<file path="config.mk">
export PLATFORM = sky130hd
export DESIGN_NAME = hazard_stall_ctrl
export DESIGN_NICKNAME = d
export VERILOG_FILES = /design/src/rtl/hazard_stall_ctrl.sv
export SDC_FILE = /design/constraint.sdc
export NUM_CORES = 1
export LEC_CHECK = 0
export CAP_MARGIN = 10
export CORE_ASPECT_RATIO = 0.7
export CORE_MARGIN = 2
export CORE_UTILIZATION = 45
export CTS_CLUSTER_SIZE = 12
export DETAILED_ROUTE_END_ITERATION = 7
export PLACE_DENSITY = 0.75
export SLEW_MARGIN = 10
export SYNTH_ARGS = -nofsm -noshare
export SYNTH_HDL_FRONTEND = slang
export SYNTH_SLANG_ARGS = --single-unit
</file>
<file path="constraint.sdc">
create_clock -name clk_i -period 3.7 [get_ports clk_i]
set_clock_uncertainty 0.1 [all_clocks]
set_input_delay 0.74 -clock clk_i [delete_from_list [all_inputs] [get_ports clk_i]]
set_output_delay 0.74 -clock clk_i [all_outputs]
set_load 0.1 [all_outputs]
</file>
<file path="src/rtl/hazard_stall_ctrl.sv">
// Pipeline sequencing controller: load-use stall, taken-branch flush, memory-busy freeze.
// Zero latency (outputs combinational from state+inputs); freezes all enables while memory is busy.
module hazard_stall_ctrl #(
    parameter int CNT_W       = 16,
    parameter int MEM_TIMEOUT = 64
) (
    input  logic             clk_i,
    input  logic             rst_i,
    input  logic             start_i,
    input  logic             IDEX_MemRead_i,
    input  logic [4:0]       IDEX_Rd_i,
    input  logic [4:0]       IFID_Rs1_i,
    input  logic [4:0]       IFID_Rs2_i,
    input  logic             Branch_taken_i,
    input  logic             dmem_req_i,
    input  logic             dmem_ack_i,
    output logic             PCWrite_o,
    output logic             IFIDWrite_o,
    output logic             NoOp_o,
    output logic             Flush_o,
    output logic             PipeEn_o,
    output logic [CNT_W-1:0] stall_cnt_o,
    output logic [CNT_W-1:0] flush_cnt_o,
    output logic             mem_err_o
);

    typedef enum logic [1:0] {
        S_IDLE     = 2'd0,
        S_RUN      = 2'd1,
        S_MEM_WAIT = 2'd2
    } state_t;

    localparam logic [7:0]       WAIT_LAST = 8'(MEM_TIMEOUT - 1);
    localparam logic [CNT_W-1:0] CNT_MAX   = '1;

    state_t     state, state_nxt;
    logic [7:0] wait_cnt;

    logic hz;
    logic mem_busy;
    logic wait_last;
    logic wait_exit;
    logic timeout;
    logic run_rules;
    logic stall_evt;

    assign hz = IDEX_MemRead_i && (IDEX_Rd_i != 5'd0) &&
                ((IDEX_Rd_i == IFID_Rs1_i) || (IDEX_Rd_i == IFID_Rs2_i));

    assign mem_busy  = dmem_req_i && !dmem_ack_i;
    assign wait_last = (wait_cnt == WAIT_LAST);
    assign wait_exit = (state == S_MEM_WAIT) && (dmem_ack_i || wait_last);
    // A coinciding ack wins over the timeout: the access did complete.
    assign timeout   = (state == S_MEM_WAIT) && !dmem_ack_i && wait_last;

    // Cycles in which the normal hazard/branch rules drive the pipeline.
    assign run_rules = ((state == S_RUN) && !mem_busy) || wait_exit;

    assign stall_evt = (state == S_MEM_WAIT) || (run_rules && hz);

    always_ff @(posedge clk_i or negedge rst_i) begin
        if (!rst_i) begin
            state <= S_IDLE;
        end else begin
            state <= state_nxt;
        end
    end

    always_comb begin
        state_nxt = state;
        case (state)
            S_IDLE: begin
                if (start_i) state_nxt = S_RUN;
            end
            S_RUN: begin
                if (mem_busy) state_nxt = S_MEM_WAIT;
            end
            S_MEM_WAIT: begin
                if (wait_exit) state_nxt = S_RUN;
            end
            default: state_nxt = S_IDLE;
        endcase
    end

    always_comb begin
        PCWrite_o   = 1'b0;
        IFIDWrite_o = 1'b0;
        NoOp_o      = 1'b0;
        Flush_o     = 1'b0;
        PipeEn_o    = 1'b0;
        if (state == S_IDLE) begin
            NoOp_o = 1'b1;
        end else if (run_rules) begin
            if (hz) begin
                NoOp_o   = 1'b1;
                PipeEn_o = 1'b1;
            end else begin
                PCWrite_o   = 1'b1;
                IFIDWrite_o = 1'b1;
                PipeEn_o    = 1'b1;
                Flush_o     = Branch_taken_i;
            end
        end
    end

    always_ff @(posedge clk_i or negedge rst_i) begin
        if (!rst_i) begin
            wait_cnt <= 8'd0;
        end else if ((state == S_MEM_WAIT) && !wait_exit) begin
            wait_cnt <= wait_cnt + 8'd1;
        end else begin
            wait_cnt <= 8'd0;
        end
    end

    always_ff @(posedge clk_i or negedge rst_i) begin
        if (!rst_i) begin
            stall_cnt_o <= '0;
            flush_cnt_o <= '0;
            mem_err_o   <= 1'b0;
        end else begin
            if (stall_evt && (stall_cnt_o != CNT_MAX)) stall_cnt_o <= stall_cnt_o + CNT_W'(1);
            if (Flush_o && (flush_cnt_o != CNT_MAX))   flush_cnt_o <= flush_cnt_o + CNT_W'(1);
            if (timeout) mem_err_o <= 1'b1;
        end
    end

endmodule

</file>
==> impl_metrics.json <==
{
  "fp_util_pct": 46.72,
  "setup.worst_path.end_class": "primary output",
  "ys_cells": 212,
  "clk_latency_ns": 0.30,
  "power.group.top": "combinational cells",
  "ys.flops": 43,
  "hp-class": "reg2reg",
  "layout-drive-gt1-share_pct": 11.15,
  "comb_cells": 163,
  "powerComb_mw": 0.843,
  "cts_resized": 0,
  "clkbuf_count": 5,
  "post-route-period-util_pct": 92.98,
  "logic_area_um2": 1134,
  "rsz0062_at_grt": "no",
  "drcViolationCount": 0,
  "syn_avg_cell_area_um2": 10.48,
  "place.gp.congestion": 0.8149,
  "lay_top_count": "clkdlybuf4s50_1",
  "outcome": "finished, final reports clean",
  "grt_pass1_vias": 1622,
  "intPower_mw": 0.9661,
  "wire_per_inst_um": 13.08,
  "top_regs": "flush_cnt_o x16, stall_cnt_o x16, wait_cnt x8",
  "worstPathArrival_ns": 2.60,
  "dr_wl_met2_mm": 1.880,
  "vdd_drop_max_v": 0.0007160,
  "use_met2_pct": 24.53,
  "syn_area_um2": 2222,
  "fin_tns_setup_ns": 0,
  "inv_count": 3,
  "slew_headroom_pct": 34.80,
  "grt.met1_usage_pct": 27.16,
  "post_cts_buffers": 0,
  "warning_count": 27,
  "comb_area_share_pct": 36.92,
  "post-dp-hpwl_mm": 3.414,
  "synth_cells": 212,
  "met3_usage_pct": 5.812
}
## logic make-up (layout without fill, tap and decap cells)
family          Yosys count  in the layout  share of synthesized area, %
simple gates             98             98                         23.31
xor+xnor                 44             44                         17.34
flops                    43             43                         48.42
compound gates           14             14                         5.969
buf+inv                   6             72                         1.238
mux                       4              4                         2.027
fa+ha+maj                 3              3                         1.689
## metrics by stage
step	utilization, %	std cells	setup WS (ns)	area (um^2)	hold WS, ns
global placement	62.19	339	0.2779	2958	0.3434
floorplan	-	212	-0.03534	2237	0.3444
CTS	64.56	347	0.2517	3070	0.3685
finish	64.56	347	0.2599	3070	0.3648
global route	64.56	347	0.2253	3070	0.3928
detailed placement	62.19	339	0.2663	2958	0.3492
## how the worst max path moves through the flow
stage	start	endpoint	slack [ns]	cells after the start
floorplan	IDEX_Rd_i[1]	PCWrite_o	-0.04	4
global placement	IDEX_Rd_i[1]	Flush_o	0.28	5
detailed placement	IDEX_Rd_i[1]	Flush_o	0.27	5
CTS	IDEX_Rd_i[2]	Flush_o	0.25	5
global route	IDEX_Rd_i[2]	Flush_o	0.23	5
finish	IDEX_Rd_i[1]	Flush_o	0.26	5
## synthesized netlist by cell type, types with 2 or more instances
cell type	instances	area [um^2]
ha_1	3	37.54
nand3_1	22	110.1
xor2_1	18	157.7
mux2_2	4	45.04
nor3_1	11	55.05
dfrtp_1	43	1076
and4_1	2	17.52
nand2_1	18	67.56
nor4b_1	2	17.52
nor2_1	15	56.30
a21oi_1	2	10.01
and3_1	3	18.77
xnor2_1	26	227.7
nand4_1	5	31.28
or2_2	3	18.77
nand2b_1	5	31.28
nor2b_1	2	12.51
inv_1	3	11.26
nor4_1	5	31.28
nor3b_1	2	15.01
Fig. 1: signal wires by layer
(6 px per um) Two of the layers only.
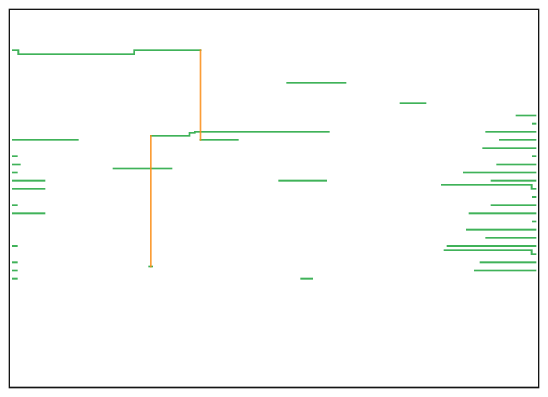
metal 4 -> orange  # wire length 36.7 um
metal 3 -> green  # wire length 293 um

Fig. 2: signal wires on met3
(4 px per um)
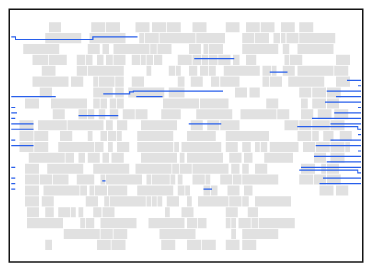
longest straight run = 22.3 um
main direction = horizontal
wire length on this layer = 293 um
share of all routed wire = 6.5%
nets with wire on the layer = 38

